## src/rtl/pipe_pkg.sv

```systemverilog
`default_nettype none
// ============================================================================
// Module   : pipe_pkg
// Brief    : Shared types and width constants for pipeline stage registers.
// Revision : 1.0
// ============================================================================
package pipe_pkg;

    typedef enum logic [1:0] {
        ST_EMPTY = 2'd0,
        ST_FULL  = 2'd1,
        ST_SKID  = 2'd2
    } state_t;

    localparam int DATA_W_DEFAULT = 96;
    localparam int CNT_W_DEFAULT  = 16;

    // Per-boundary payload widths
    localparam int FD_W = 96;
    localparam int DE_W = 128;
    localparam int EM_W = 96;
    localparam int MW_W = 64;

endpackage
`default_nettype wire

```

## src/rtl/pipe_stage_reg_sat_counter.sv

```systemverilog
`default_nettype none
// ============================================================================
// Module   : sat_counter
// Brief    : Up-counter that sticks at all-ones; cleared only by reset.
// Revision : 1.0
// ============================================================================
module sat_counter
    import pipe_pkg::*;
#(
    parameter int W = CNT_W_DEFAULT
) (
    input  logic         clk,
    input  logic         rst,
    input  logic         inc,
    output logic [W-1:0] count
);

    logic [W-1:0] count_q;
    logic [W-1:0] count_d;

    always_comb begin
        count_d = count_q;
        if (inc && (count_q != {W{1'b1}})) begin
            count_d = count_q + W'(1);
        end
    end

    always_ff @(posedge clk or posedge rst) begin
        if (rst) begin
            count_q <= '0;
        end else begin
            count_q <= count_d;
        end
    end

    assign count = count_q;

endmodule
`default_nettype wire

```

## src/rtl/pipe_stage_reg.sv

```systemverilog
`default_nettype none
// ============================================================================
// Module   : pipe_stage_reg
// Brief    : Valid/ready pipeline register with optional skid entry, flush
//            and saturating stall counter.
// Revision : 1.0
// ============================================================================
module pipe_stage_reg
    import pipe_pkg::*;
#(
    parameter int DATA_W = DATA_W_DEFAULT,
    parameter int SKID   = 1,
    parameter int CNT_W  = CNT_W_DEFAULT
) (
    input  logic              clk,
    input  logic              rst,
    input  logic              flush,
    input  logic              in_valid,
    output logic              in_ready,
    input  logic [DATA_W-1:0] in_data,
    output logic              out_valid,
    input  logic              out_ready,
    output logic [DATA_W-1:0] out_data,
    output logic [CNT_W-1:0]  stall_cnt
);

    state_t            state_q;
    state_t            state_d;
    logic [DATA_W-1:0] main_q;
    logic [DATA_W-1:0] main_d;
    logic [DATA_W-1:0] skid_q;
    logic [DATA_W-1:0] skid_d;
    logic              up_xfer;
    logic              dn_xfer;

    assign out_valid = (state_q != ST_EMPTY);
    assign out_data  = main_q;
    assign up_xfer   = in_valid && in_ready;
    assign dn_xfer   = out_valid && out_ready;

    // With SKID=0, in_ready is low whenever FULL stalls, so ST_SKID is unreachable.
    always_comb begin
        state_d = state_q;
        main_d  = main_q;
        skid_d  = skid_q;
        if (flush) begin
            state_d = ST_EMPTY;
            main_d  = '0;
            skid_d  = '0;
        end else begin
            case (state_q)
                ST_EMPTY: begin
                    if (up_xfer) begin
                        main_d  = in_data;
                        state_d = ST_FULL;
                    end
                end
                ST_FULL: begin
                    if (up_xfer && dn_xfer) begin
                        main_d = in_data;
                    end else if (dn_xfer) begin
                        state_d = ST_EMPTY;
                    end else if (up_xfer) begin
                        skid_d  = in_data;
                        state_d = ST_SKID;
                    end
                end
                ST_SKID: begin
                    if (dn_xfer) begin
                        main_d  = skid_q;
                        skid_d  = '0;
                        state_d = ST_FULL;
                    end
                end
                default: begin
                    state_d = ST_EMPTY;
                end
            endcase
        end
    end

    always_ff @(posedge clk or posedge rst) begin
        if (rst) begin
            state_q <= ST_EMPTY;
            main_q  <= '0;
            skid_q  <= '0;
        end else begin
            state_q <= state_d;
            main_q  <= main_d;
            skid_q  <= skid_d;
        end
    end

    generate
        if (SKID != 0) begin : g_skid
            logic in_ready_q;
            logic in_ready_d;

            always_comb begin
                in_ready_d = (state_d != ST_SKID);
            end

            always_ff @(posedge clk or posedge rst) begin
                if (rst) begin
                    in_ready_q <= 1'b1;
                end else begin
                    in_ready_q <= in_ready_d;
                end
            end

            assign in_ready = in_ready_q;
        end else begin : g_no_skid
            assign in_ready = !out_valid || out_ready;
        end
    endgenerate

    sat_counter #(
        .W (CNT_W)
    ) u_stall_cnt (
        .clk   (clk),
        .rst   (rst),
        .inc   (out_valid && !out_ready),
        .count (stall_cnt)
    );

endmodule
`default_nettype wire

```

## config.mk

```make
export PLATFORM = sky130hd
export DESIGN_NAME = pipe_stage_reg
export DESIGN_NICKNAME = d
export VERILOG_FILES = /design/src/rtl/pipe_pkg.sv /design/src/rtl/pipe_stage_reg_sat_counter.sv /design/src/rtl/pipe_stage_reg.sv
export SDC_FILE = /design/constraint.sdc
export NUM_CORES = 1
export LEC_CHECK = 0
export CAP_MARGIN = 20
export CORE_MARGIN = 2
export CORE_UTILIZATION = 45
export DETAILED_ROUTE_END_ITERATION = 10
export GPL_ROUTABILITY_DRIVEN = 0
export PLACE_DENSITY = 0.76
export SLEW_MARGIN = 40
export SYNTH_ARGS = -nofsm -noshare
export SYNTH_HDL_FRONTEND = slang
export SYNTH_SLANG_ARGS = --single-unit
```

## constraint.sdc

```tcl
create_clock -name clk -period 7.71 [get_ports clk]
set_clock_uncertainty 0.15 [all_clocks]
set_input_delay 2.313 -clock clk [delete_from_list [all_inputs] [get_ports clk]]
set_output_delay 2.313 -clock clk [all_outputs]
set_load 0.02 [all_outputs]
```

**The metal 1 layer**

Bar = 50 µm.
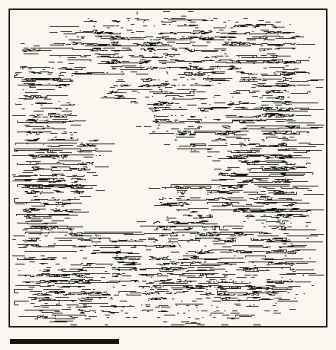
main direction	horizontal
wire length on this layer	9280 µm
drt total wl: 21100 µm
met1 usage: 28.1%
total number of vias: 7254

**Signal wires on met2**

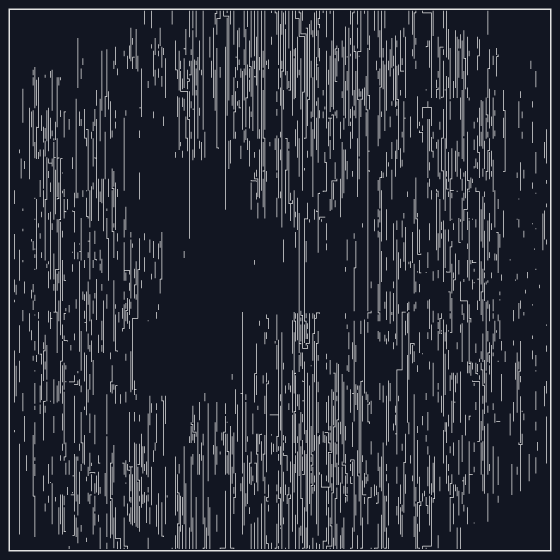
wire length on this layer	10100 µm
main direction	vertical
longest straight run	58.0 µm

==> worst register-to-register path: cells and delay by family, from the launching register on <==
family	cells	cell delay [ps]
AND-OR/OR-AND	2	550
buffers and inverters	2	1240
flip-flops	1	430
AND/OR/NAND/NOR	1	260
==> cell type report <==
type | instances | area [µm²] | share of cell area [%]
tap | 265 | 332 | 2.77
clock inverter | 11 | 109 | 0.909
antenna | 2 | 5.00 | 0.0418
inverter | 4 | 18.8 | 0.157
sequential | 211 | 5280 | 44.1
multi-input combinational | 647 | 3300 | 27.6
timing repair buffer | 226 | 2280 | 19.1
clock buffer | 30 | 642 | 5.36
==> cells in the mapped netlist (7+ instances only) <==
library cell	number	area share, %
clkbuf_1	39	1.6
dfrtp_1	210	59
o21ai_0	70	3.9
a22oi_1	96	8.1
o21ai_1	122	6.8
buf_4	18	1.5
nand2_1	297	13
xor2_1	12	1.2
buf_2	11	0.62
buf_1	7	0.29
==> cells by family after synthesis <==
logic type / share of synthesized area, %
AND/OR/NAND/NOR: 14.5
AND-OR/OR-AND: 20.3
flip-flops: 59.2
buffers and inverters: 4.24
XOR/XNOR: 1.47
multiplexers: 0.126
adder cells (fa/ha/maj): 0.140
==> cell usage in the layout, fill, tap and decap left out, types with 2 or more instances in the layout <==
| cell type | n |
|---|---|
| clkbuf_16 | 23 |
| nand2_1 | 297 |
| buf_4 | 8 |
| nor2_1 | 3 |
| diode_2 | 2 |
| dfrtp_1 | 210 |
| nand2b_1 | 2 |
| buf_12 | 2 |
| nor3_1 | 2 |
| a21oi_1 | 4 |
| a2111oi_0 | 3 |
| nand3_1 | 5 |
| clkbuf_1 | 3 |
| nor2b_1 | 3 |
| nor2_4 | 2 |
| a22oi_1 | 96 |
| or2_2 | 3 |
| xnor2_1 | 3 |
| a211oi_1 | 2 |
| nand4_1 | 2 |
| o21ai_0 | 70 |
| bufinv_16 | 2 |
| o21ai_1 | 122 |
| clkbuf_8 | 4 |
| clkinv_2 | 8 |
| nor4_1 | 5 |
| a221oi_4 | 2 |
| clkdlybuf4s50_1 | 214 |
| xor2_1 | 12 |
| inv_1 | 3 |
==> through the flow <==
step | cell area [µm²] | utilization [%]
6_report | 12000 | 61.5
5_1_grt | 12000 | 61.5
4_1_cts | 11900 | 61.3
3_5_place_dp | 11200 | 57.5
3_3_place_gp | 11200 | 57.4
2_1_floorplan | 8920 | -
==> final timing paths <==
check / to / startpoint / depth (start not counted)
max reg2reg: skid_q[18] / state_q[1] / 5
min: out_data[25] / out_data[25] / 2
min in group asynchronous: out_data[90] / rst / 3
max in group asynchronous: out_data[52] / rst / 4
max: out_data[29] / out_ready / 6
min reg2reg: out_data[25] / out_data[25] / 2
==> registers in the layout, indices dropped and copies added, names as in the netlist <==
name	flops
skid_q	96
out_data	96
state_q	2
in_ready	1
u_stall_cnt.count	16
==> power by group <==
part	switching [µW]	internal (µW)
Combinational	261	218
Clock	425	652
Sequential	69.7	1210
==> flow_summary.json <==
{
  "grt_pass1_wl_um": 34500,
  "rows": 51,
  "n_fill_cell": 1653,
  "critPathCaptureType": "flip-flop",
  "warnings": 30,
  "wl_met1_um": 9280,
  "cts_sinks": 211,
  "syn_avg_cell_area_um2": 9.51,
  "top_layer": "met4",
  "die_w_um": 145,
  "root_buffer": "clkbuf_16",
  "hold_violations": 0,
  "finalWorstSetupSlack_ps": 2970,
  "grtUsageTotal_pct": 20.2,
  "yosysUniqueCellTypes": 34,
  "grt_pass1_vias": 6782,
  "cts_buffer_depth": 3,
  "gr-total-overflow": 0,
  "ys_cells": 937,
  "crit_path_max_fanout": 85,
  "cts_hold_buf": 0,
  "tns_ps": 0,
  "cts_setup_buffers": 0,
  "h-tree-depth": 1,
  "dieHeight_um": 145,
  "grt_max_degree": 193,
  "maxSlewHeadroom_pct": 45.8,
  "crit_arrival_ps": 4910,
  "min_path_type": "reg2reg",
  "grt.busiest_layer": "met2",
  "placed_cells": 1352,
  "ys_seq_share_pct": 59.2,
  "ir_drop_uv": 221,
  "clkSlewWorstSetupHoldPaths_ps": 60,
  "drive_above_1_share_pct": 5.49,
  "ys_warn_count": 0,
  "leakage_uw": 0.00508,
  "setup_viol": 0,
  "drtAntennaViolNets": 0,
  "edf_count": 0,
  "pre_cts_ws_ps": 2510,
  "met3_usage_pct": 3.03,
  "io_buffer_count": 214,
  "drt-pass1-iter-count": 5,
  "dpl.hpwl_um": 13300,
  "cp_data_required_time_ps": 7880,
  "ys_ff": 211,
  "coreArea_um2": 19500,
  "synth-async-reset-ratio_pct": 100,
  "cts_tree": "built",
  "nets": 1215,
  "max_freq_mhz": 211,
  "reg2reg_slack_ps": 4930,
  "syn_area_um2": 8910,
  "yosys_area_um2": 8910,
  "critPathBufInv": 3,
  "wl_met3_um": 1210,
  "remaining_drc_errors": 0,
  "cap_violations": 0,
  "critPathLaunchType": "input pin",
  "chip_area_um2": 21000,
  "crit_family": "buffers and inverters",
  "crit_type": "in2reg",
  "via_per_inst": 5.20,
  "rsz0062_at_grt": "false",
  "layout_min_cycle_time_ps": 4740,
  "tightestPinTransition_ps": 813,
  "power_density_nw_per_um2": 237,
  "wire_per_inst_um": 15.1,
  "crit_chain": "clkdlybuf4s50_1, nand2b_1, a221oi_4, buf_4, buf_4, o21ai_0",
  "fin_total_pwr_uw": 2840,
  "antenna_found_initial": 1,
  "synthCells": 937,
  "outcome": "finished, final reports clean",
  "dr.first_iter.drc_count": 482,
  "flop_cell": "dfrtp_1",
  "crit_path_frequent_cell": "buf_4",
  "gr-usage-met2_pct": 32.7,
  "max_stage_delay_ps": 700,
  "clock_latency_ps": 490,
  "dr_wl_met2_um": 10100,
  "cts_made_buffers": 23,
  "post_cts_resized": 0,
  "maxSlewViolCount": 0,
  "syn-num-nets": 1039,
  "worst_hold_slack_ps": 326,
  "fp_util_pct": 45.8,
  "cpMaxStageDelayCell": "buf_4",
  "layoutNonFillerInstCount": 1396,
  "io_pins": 215,
  "period_used_pct": 61.5
}
No activity file was given, so power comes from the tool's default toggle rates.
